Design alu_mc_unit_flat, sky130hd; sources not shown.
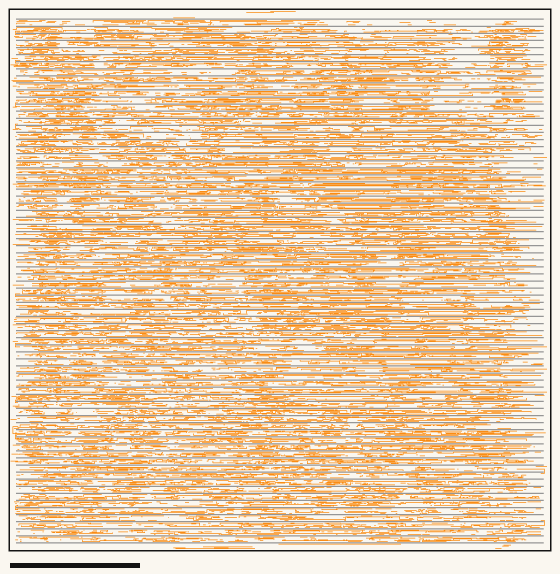
Run 1: metal 1
The bar under the picture is 50 um long. Supply wires on this layer in grey.
longest straight run: 62.6 um
wire length on this layer: 40.0 mm
main direction: horizontal
nets with wire on the layer: 2880
share of all routed wire: 37%
Vias: 23100
GR met1 Demand/Resource: 56.5%
final wirelength: 107000 um

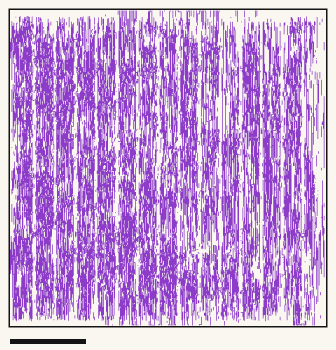
Run 1: met2 routing
The bar under the picture is 50 um long.
wire length on this layer: 47.3 mm
longest straight run: 96.0 um
main direction: vertical
share of all routed wire: 44%
met2 usage: 75.9%

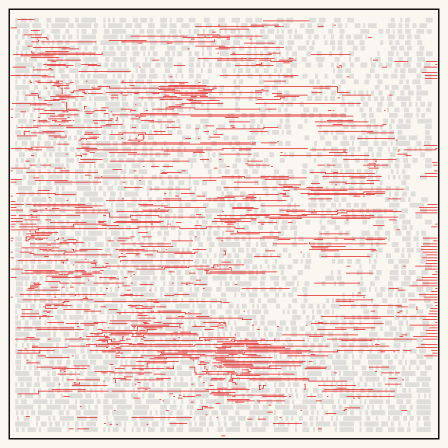
Run 1: M3 wires
main direction: horizontal
wire length on this layer: 9950 um
met3 usage: 8.88%

==> flow_summary.toml, run 1 <==
# flow metrics
[synthesis]
edf_count = 0
ys.flop_type = "dfxtp_1"
avgSynthCellArea_um2 = 7.36
yosysChipArea_um2 = 17800
yosysUniqueCellTypes = 99
ys_top_logic_family = "AND-OR/OR-AND gates"
xor_area_share_pct = 8.01
ys_seq_share_pct = 22.8
common_cells = "nand2_1 (334), nor2_1 (205), dfxtp_1 (203)"
yosys_cells = 2422
simple_gate_area_share_pct = 24.2
fa_ha_area_share_pct = 9.89

[route]
firstDrtPassIters = 8
routed.top_layer = "met5"
remaining_drc_errors = 3
final_antenna_net_count = 0

[hold_path]
hold_path_class = "flop to flop"

[critical_path]
crit_arrival_ns = 5.02
endpoint_kind = "flop"
crit_buf_inv = 5
cp.depth = 17

[floorplan]
ioPinCount = 175
core_um2 = 40800
fp_util_pct = 43.6

[layout]
finalNonFillerCells = 3433
largest_register_ffs = 64
layout_top_cells = "buf_4 (401), nand2_1 (333), nor2_1 (204), dfxtp_1 (202), a21oi_1 (178)"
fin_util_pct = 58.3

[placement]
globalplace.congestion = 1.04
dpl.cell_count = 3385

[run_status]
violations = "DRC, setup timing"
status = "complete, but fails checks"

[global_route]
grt_pass1_vias = 23700
grt_max_degree = 92
antenna_found_initial = 4

[clock_network]
cts_buffer_depth = 3
cts_buffers = 25
post_cts_resized = 12

[final_timing]
setup_viol = 1
relSlewSlack_pct = 30.5
tightestPinTransition_ns = 1.04
skew_ns = 0.0288
setup-tns-final_ns = -0.0447
worst_slack_ns = -0.0447

[pwr]
total_power_mw = 5.93

[run]
warning_count = 96
run 1: per-stage QoR:
stage	setup WS, ns	cell area, um2
finish	-0.0447	23800
CTS	0.0539	23700
global route	-0.0807	23800
global placement	-0.572	22800
detailed placement	-0.727	22800
floorplan	0.678	17800
run 1: report_power, final:
group / leakage (nW) / internal [mW] / switching, mW
Clock: 0.421 / 1.32 / 0.918
Combinational: 7.79 / 0.729 / 1.12
Sequential: 1.64 / 1.82 / 0.0188
Total: 9.85 / 3.87 / 2.06
run 1: cell type report:
class	count	area, um2
tap	532	666
inverter	114	428
clock buffer	34	699
fill	4974	17000
clock inverter	10	170
antenna	2	5.00
multi-input combinational	1955	12900
sequential	203	4070
timing repair buffer	583	4900
==> run 1 -> run 2 <==
--- a/config.mk
+++ b/config.mk
@@ -14,6 +14,7 @@
 export DETAILED_ROUTE_END_ITERATION = 7
 export PLACE_DENSITY_LB_ADDON = 0.05
 export SETUP_SLACK_MARGIN = 0.1
+export SKIP_LAST_GASP = 1
 export SLEW_MARGIN = 30
 export SYNTH_ARGS = -nofsm -noshare
 export SYNTH_HDL_FRONTEND = slang
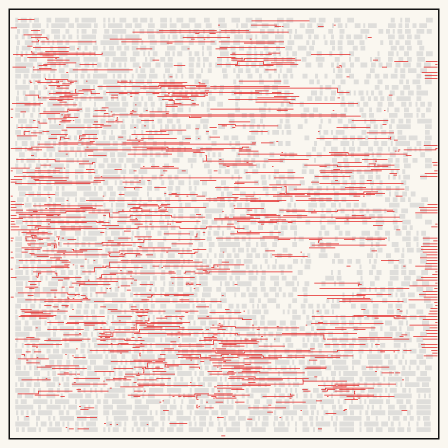
Run 2: M3 wires
nets with wire on the layer: 628
longest straight run: 113 um
Vias: 23100
final wirelength: 107000 um

==> run 2 against run 1 <==
  * The run ends with setup timing left
  * Design area is essentially flat
  * Clock power is essentially flat
  * Critical path depth is the same
  * Final cell count is the same
==> flow_summary.toml, run 2 <==
# flow metrics
[synthesis]
fa_ha_area_share_pct = 9.89
ys_top_logic_family = "AND-OR/OR-AND gates"
avgSynthCellArea_um2 = 7.36
yosysChipArea_um2 = 17800
common_cells = "nand2_1 (334), nor2_1 (205), dfxtp_1 (203)"
yosysUniqueCellTypes = 99
ys_seq_share_pct = 22.8

[final_timing]
worst_slack_ns = -0.0693
tightestPinTransition_ns = 1.04
skew_ns = 0.0301
setup_viol = 1
relSlewSlack_pct = 30.4

[layout]
seq_cell_count = 203
finalNonFillerCells = 3433
layout.non_clock_buffers = 583

[floorplan]
tapCellCount = 532
fp_util_pct = 43.6
core_um2 = 40800

[route]
final_antenna_net_count = 0
routed.top_layer = "met5"
remaining_drc_errors = 0

[global_route]
globalRouteMet3Util_pct = 8.88
grt_max_degree = 92
grt_pass1_vias = 23700

[run_status]
violations = "setup timing"
status = "complete, but fails checks"

[pwr]
power.internal_mw = 3.87
p_seq_share_pct = 31.1
combinationalPowerShare_pct = 31.2
p_sw_share_pct = 34.6
power_leader = "the clock network"
comb_power_mw = 1.85

[critical_path]
crit_arrival_ns = 5.04
endpoint_kind = "flop"

[clock_network]
cts_buffer_depth = 3

[placement]
globalplace.congestion = 1.04

[run]
warning_count = 96
[run 2: cell count changes in the layout (fill, tap and decap cells not counted)]
cell,previous run,this run
a221oi_2,3,2
a221oi_1,12,13
[run 2: per-stage QoR]
stage	setup TNS [ns]	worst slack, ns	total power, mW	cell area, um2	hold slack (ns)
after floorplan	0	0.678	2.73	17800	0.427
after global placement	-12.05	-0.572	3.61	22800	0.435
after detailed placement	-17.67	-0.727	3.64	22800	0.450
after CTS	0	0.0539	5.84	23700	0.478
after global routing	-0.102	-0.102	6.02	23800	0.509
final	-0.0693	-0.0693	5.92	23800	0.476
[run 2: repair_timing]
item                                    CTS  global route
buffers inserted                          1             1
hold endpoints to repair                  0             0
endpoints found under the setup margin   12            16
pin swaps                                 1             4
gates resized                            12            23
Power and IR drop assume default switching activity.
